Fig. 1: where the registers sit
Other sequential cells in the stronger gray, the rest of the logic in the fainter gray.
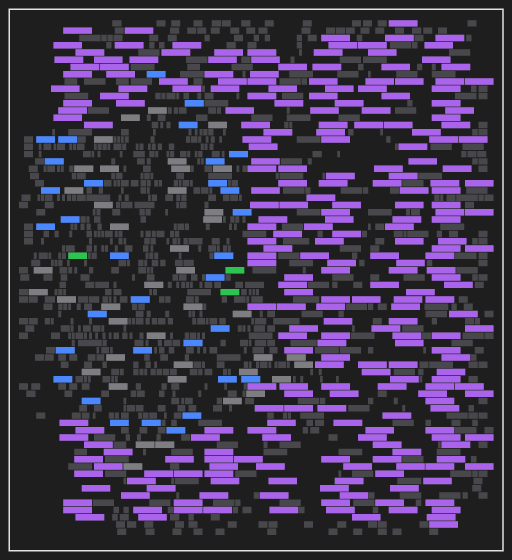
Fig. 2: cells colored by class
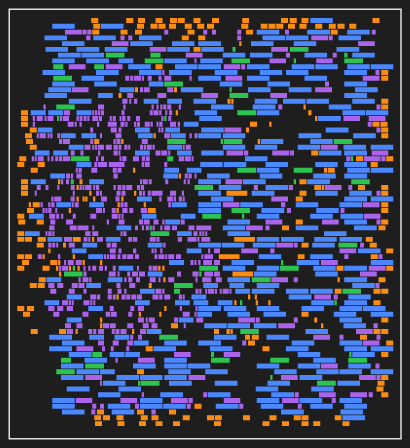
Fig. 3: cell sizes after repair
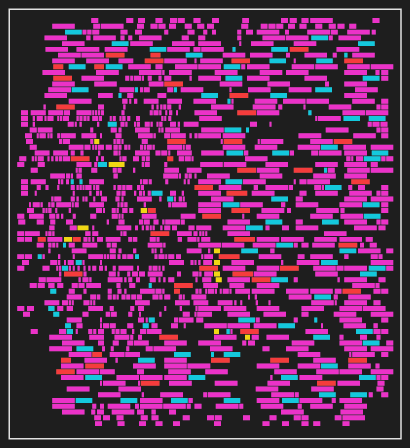
Fig. 4: routing congestion
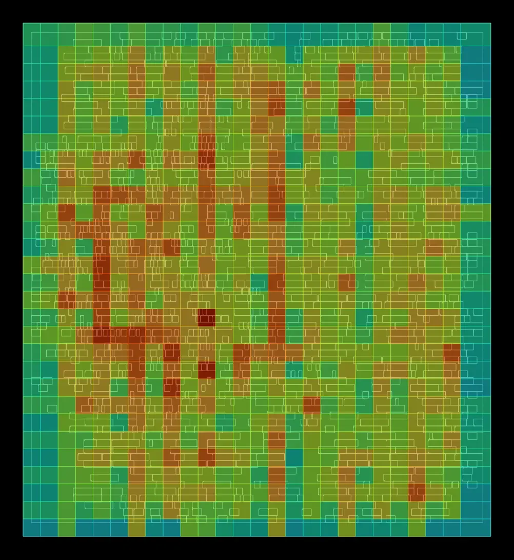
[config.mk]
export PLATFORM = sky130hd
export DESIGN_NAME = if_prefetch_queue_flat
export DESIGN_NICKNAME = d
export VERILOG_FILES = /design/src/rtl/if_prefetch_queue_pkg.sv /design/src/rtl/if_prefetch_queue_if.sv /design/src/rtl/if_prefetch_queue_fifo.sv /design/src/rtl/if_prefetch_queue.sv /design/src/flat_wrapper.sv
export SDC_FILE = /design/constraint.sdc
export NUM_CORES = 1
export LEC_CHECK = 0
export CORE_ASPECT_RATIO = 1.1
export CORE_MARGIN = 3
export CORE_UTILIZATION = 40
export DETAILED_ROUTE_END_ITERATION = 8
export GPL_TIMING_DRIVEN = 0
export PLACE_DENSITY_LB_ADDON = 0.08
export SETUP_SLACK_MARGIN = 0.2
export SYNTH_ARGS = -nofsm -noshare
export SYNTH_HDL_FRONTEND = slang
export SYNTH_SLANG_ARGS = --single-unit
[constraint.sdc]
create_clock -name CLK -period 10.4 [get_ports CLK]
set_clock_uncertainty 0.1 [all_clocks]
set_input_delay 1.04 -clock CLK [delete_from_list [all_inputs] [get_ports CLK]]
set_output_delay 1.04 -clock CLK [all_outputs]
set_load 0.03 [all_outputs]
[src/rtl/if_prefetch_queue_pkg.sv]
// ifq_pkg: fetch-queue state encoding, entry layout {inst, pc4} and word increment
package ifq_pkg;
  typedef enum logic [1:0] {IFQ_IDLE = 2'd0, IFQ_REQ = 2'd1, IFQ_DROP = 2'd2} ifq_state_t;
  localparam int IFQ_ENTRY_W = 64;
  localparam logic [31:0] IFQ_WORD_INC = 32'd4;
endpackage

[src/rtl/if_prefetch_queue_if.sv]
// if_prefetch_queue_if: redirect, imem req/ack (mem_req/addr/ack/rdata) and IF/ID valid/ready (id_ready/valid/inst/pc4); master=queue, slave=environment
interface if_prefetch_queue_if;
  logic        redirect;
  logic [31:0] redirect_pc;
  logic        mem_req;
  logic [31:0] mem_addr;
  logic        mem_ack;
  logic [31:0] mem_rdata;
  logic        id_ready;
  logic        id_valid;
  logic [31:0] id_inst;
  logic [31:0] id_pc4;
  modport master(input redirect, redirect_pc, mem_ack, mem_rdata, id_ready, output mem_req, mem_addr, id_valid, id_inst, id_pc4);
  modport slave(output redirect, redirect_pc, mem_ack, mem_rdata, id_ready, input mem_req, mem_addr, id_valid, id_inst, id_pc4);
endinterface

[src/rtl/if_prefetch_queue_fifo.sv]
// ifq_fifo: DEPTH x 64 entry queue (clk, rst, flush, push/wdata, pop, rdata=head, count) with same-cycle push+pop
module ifq_fifo
  import ifq_pkg::*;
#(
  parameter int DEPTH = 4,
  localparam int AW = $clog2(DEPTH),
  localparam int CW = $clog2(DEPTH + 1)
) (
  input  logic                   clk,
  input  logic                   rst,
  input  logic                   flush,
  input  logic                   push,
  input  logic                   pop,
  input  logic [IFQ_ENTRY_W-1:0] wdata,
  output logic [IFQ_ENTRY_W-1:0] rdata,
  output logic [CW-1:0]          count
);
  logic [IFQ_ENTRY_W-1:0] mem [DEPTH];
  logic [AW-1:0] wr_ptr, rd_ptr;
  assign rdata = mem[rd_ptr];
  always_ff @(posedge clk)
    if (push) mem[wr_ptr] <= wdata;
  always_ff @(posedge clk) begin
    if (rst || flush) begin
      wr_ptr <= '0;
      rd_ptr <= '0;
      count  <= '0;
    end else begin
      if (push) wr_ptr <= wr_ptr + 1'b1;
      if (pop) rd_ptr <= rd_ptr + 1'b1;
      count <= count + CW'(push) - CW'(pop);
    end
  end
endmodule

[src/rtl/if_prefetch_queue.sv]
// if_prefetch_queue: imem prefetch FSM + queue feeding IF/ID (CLK, CLR, bus: if_prefetch_queue_if.master; IFQ_STATS_EN adds stall_cnt/flush_cnt)
module if_prefetch_queue
  import ifq_pkg::*;
#(
  parameter int          DEPTH    = 4,
  parameter logic [31:0] RESET_PC = 32'h0000_0000
) (
  input logic CLK,
  input logic CLR,
  if_prefetch_queue_if.master bus
`ifdef IFQ_STATS_EN
  ,
  output logic [15:0] stall_cnt,
  output logic [15:0] flush_cnt
`endif
);
  localparam int CW = $clog2(DEPTH + 1);
  ifq_state_t state;
  logic [31:0] pc_next, addr_inc;
  logic [CW-1:0] count, post_count;
  logic push, pop;
  logic [IFQ_ENTRY_W-1:0] head;
  assign addr_inc     = bus.mem_addr + IFQ_WORD_INC;
  assign push         = state == IFQ_REQ && bus.mem_ack && !bus.redirect;
  assign pop          = bus.id_valid && bus.id_ready && !bus.redirect;
  assign post_count   = count + CW'(push) - CW'(pop);
  assign bus.id_valid = count != '0;
  assign bus.id_inst  = bus.id_valid ? head[63:32] : '0;
  assign bus.id_pc4   = bus.id_valid ? head[31:0] : '0;
  ifq_fifo #(.DEPTH(DEPTH)) u_fifo (
    .clk  (CLK),
    .rst  (CLR),
    .flush(bus.redirect),
    .push (push),
    .pop  (pop),
    .wdata({bus.mem_rdata, addr_inc}),
    .rdata(head),
    .count(count)
  );
  always_ff @(posedge CLK) begin
    if (CLR) begin
      state        <= IFQ_IDLE;
      pc_next      <= RESET_PC;
      bus.mem_req  <= 1'b0;
      bus.mem_addr <= RESET_PC;
    end else if (bus.redirect) begin
      pc_next     <= bus.redirect_pc & ~32'd3;
      state       <= (state == IFQ_IDLE || bus.mem_ack) ? IFQ_IDLE : IFQ_DROP;
      bus.mem_req <= state != IFQ_IDLE && !bus.mem_ack;
    end else begin
      case (state)
        IFQ_IDLE:
          if (count < CW'(DEPTH)) begin
            state        <= IFQ_REQ;
            bus.mem_req  <= 1'b1;
            bus.mem_addr <= pc_next;
          end
        IFQ_REQ:
          if (bus.mem_ack) begin
            pc_next <= addr_inc;
            if (post_count < CW'(DEPTH)) bus.mem_addr <= addr_inc;
            else begin
              state       <= IFQ_IDLE;
              bus.mem_req <= 1'b0;
            end
          end
        default:
          if (bus.mem_ack) begin
            state       <= IFQ_IDLE;
            bus.mem_req <= 1'b0;
          end
      endcase
    end
  end
`ifdef IFQ_STATS_EN
  always_ff @(posedge CLK) begin
    if (CLR) begin
      stall_cnt <= '0;
      flush_cnt <= '0;
    end else begin
      if (bus.id_valid && !bus.id_ready && stall_cnt != '1) stall_cnt <= stall_cnt + 16'd1;
      if (bus.redirect && flush_cnt != '1) flush_cnt <= flush_cnt + 16'd1;
    end
  end
`endif
endmodule
[src/flat_wrapper.sv]
// flat-port wrapper written by rule: the top's interface ports become plain ports
module if_prefetch_queue_flat import ifq_pkg::*;
#(
  parameter int          DEPTH    = 4,
  parameter logic [31:0] RESET_PC = 32'h0000_0000
)
  (CLK, CLR, bus_redirect, bus_redirect_pc, bus_mem_ack, bus_mem_rdata, bus_id_ready, bus_mem_req, bus_mem_addr, bus_id_valid, bus_id_inst, bus_id_pc4);
  if_prefetch_queue_if bus_i ();
  input logic CLK;
  input logic CLR;
  input wire logic [$bits(bus_i.redirect)-1:0] bus_redirect;
  input wire logic [$bits(bus_i.redirect_pc)-1:0] bus_redirect_pc;
  input wire logic [$bits(bus_i.mem_ack)-1:0] bus_mem_ack;
  input wire logic [$bits(bus_i.mem_rdata)-1:0] bus_mem_rdata;
  input wire logic [$bits(bus_i.id_ready)-1:0] bus_id_ready;
  output wire logic [$bits(bus_i.mem_req)-1:0] bus_mem_req;
  output wire logic [$bits(bus_i.mem_addr)-1:0] bus_mem_addr;
  output wire logic [$bits(bus_i.id_valid)-1:0] bus_id_valid;
  output wire logic [$bits(bus_i.id_inst)-1:0] bus_id_inst;
  output wire logic [$bits(bus_i.id_pc4)-1:0] bus_id_pc4;
  assign bus_i.redirect = bus_redirect;
  assign bus_i.redirect_pc = bus_redirect_pc;
  assign bus_i.mem_ack = bus_mem_ack;
  assign bus_i.mem_rdata = bus_mem_rdata;
  assign bus_i.id_ready = bus_id_ready;
  assign bus_mem_req = bus_i.mem_req;
  assign bus_mem_addr = bus_i.mem_addr;
  assign bus_id_valid = bus_i.id_valid;
  assign bus_id_inst = bus_i.id_inst;
  assign bus_id_pc4 = bus_i.id_pc4;
  if_prefetch_queue #(.DEPTH(DEPTH), .RESET_PC(RESET_PC)) u_core (.CLK(CLK), .CLR(CLR), .bus(bus_i));
endmodule
==> CHANGELOG.md <==
### Changed

* Post-Syn Area at 14000 um2
* Pwr Density at 164 nW/um2
* Endpoints failing hold at 0
* Worst r2r path cells at 17
* Cell variety after synth at 65
* Fraction of layout cells with a size suffix above 1 at 13.1%
* DP Area at 16300 um2
* Fmax at 189 MHz
* Non-clk bufs at 241
* Cells on Worst Hold Path at 2
* Tool warning count at 31
* Vias in the first global route at 8912
* ClkCell Share at 6.30%
* Clock tree sinks at 332
* Tap cells at 438
* Max layer used: met4
* Gr ovfl total at 0
* DRC viols at 0
* Hold Slack at 0.367 ns
* Post-CTS Setup Bufs at 0
* 1st-pass router iterations at 5
* Final #Nets at 1246
* Root Driver: clkbuf_16
* Initial Util at 40.7%
* Dominant register cell: edfxtp_1
* Top cells by area: edfxtp_1, dfxtp_1, mux4_2, and2_1, nand2_1
* Post-synth regs at 332
* Tot GR Track Use at 18.9%
* Mapped Cells at 964
* Most frequent cells after synthesis: edfxtp_1, and2_1, dfxtp_1, nand2_1, mux4_2
* Chip width at 184 um
* CLK BUF at 50
* Die area at 37300 um2
* Post-DR vias/cell at 5.41
* Worst path slowest cell: nor2_1
* Max IR drop VDD at 0.0846 mV
* WP depth at 15
* Worst path required time at 10.66 ns
* Max-Cap Viols at 0
* Wl on met1 at 15.1 mm
* CP Buf/Inv Count at 6
* Floorplan net count at 1041
* DIE HEIGHT at 202 um
* Post-route cell area at 17400 um2
* Status: completed
* Critical Setup Path Class: in2reg
* Wirelength, routed at 35.2 mm
* Reg clk slew, reported paths at 0.06 ns
* Post-route ant nets at 0
* Pin count of the biggest net entering global routing at 54
* Setup crit start kind: input port
* Post_cts resized at 0
* Area of the multi-input gates at 4390 um2
* First-pass GRT wire length at 53.6 mm
* CP Capture Type: flip-flop
* Core ar. at 34400 um2
Notes on Fig. 1 above:
`u_core.pc_next`: marked blue, sequential cells 32. `u_core.u_fifo.mem`: marked purple, sequential cells 256, where widely spread. `u_core.u_fifo.count`: marked green, sequential cells 3.
Another 41 sequential cells are not colored.

Notes on Fig. 2 above:
clock drivers and dummy loads: marked green, cells 65, share of their area 6.5%. other buffers and delay cells: marked orange, cells 241, share of their area 12%. flops: marked blue, cells 332, share of their area 55%. all other logic: marked purple, cells 558, share of their area 27%.

Notes on Fig. 3 above:
drive 6 and up: marked red, cells 51. drive 3 to 4: marked yellow, cells 11. drive 1 or less: marked magenta, cells 1039. drive 2: marked cyan, cells 95.

Notes on Fig. 4 above:
met1 Use GR: 25.7%
Final Util: 50.6%
Routed WL per cell: 21.6 um
grt met3 use: 3.49%
GR met2 Demand/Resource: 31.8%

==> sequential cells by signal (all words and copies together) (netlist names), named ones only <==
| name | cells |
|---|---|
| u_core.bus.mem_addr | 32 |
| u_core.u_fifo.wr_ptr | 2 |
| u_core.state | 2 |
| u_core.u_fifo.mem | 256 |
| u_core.pc_next | 32 |
| u_core.u_fifo.rd_ptr | 2 |
| u_core.bus.mem_req | 1 |
| u_core.u_fifo.count | 3 |
==> path summary, 6_finish.rpt <==
kind / from / slack (ns) / end
max: bus_redirect / 5.10 / u_core.bus.mem_addr[5]
min: u_core.pc_next[0] / 0.37 / u_core.pc_next[0]
max reg2reg: u_core.state[1] / 5.29 / u_core.bus.mem_addr[5]
min reg2reg: u_core.pc_next[0] / 0.37 / u_core.pc_next[0]
==> kinds of logic after synthesis <==
group           synth area share (%)
compound gates                  6.92
xor+xnor                        1.81
buf+inv                         2.90
flops                           65.8
mux                             10.7
simple gates                    11.1
fa+ha+maj                      0.769
==> metrics by stage <==
stage	setup WS (ns)	instances	util, %
after global placement	4.21	1565	47.1
final	5.10	1634	50.6
after floorplan	6.24	964	-
after CTS	5.17	1634	50.6
after detailed placement	4.63	1569	47.4
after global routing	4.78	1634	50.6
==> layer usage <==
| layer | up-vias | GRT usage (%) |
|---|---|---|
| li1 | 4094 | - |
| met1 | 4426 | 25.7 |
| met2 | 284 | 31.8 |
| met3 | 36 | 3.49 |
| met4 | 0 | 3.86 |
| met5 | - | 0 |
==> power by group <==
part / internal, mW / total [mW] / leakage (nW) / switching (mW)
Clock: 0.688 / 1.18 / 0.540 / 0.497
Sequential: 1.45 / 1.47 / 2.95 / 0.0186
Combinational: 0.0838 / 0.204 / 2.25 / 0.120
Total: 2.22 / 2.86 / 5.74 / 0.636
Power and IR drop assume default switching activity.
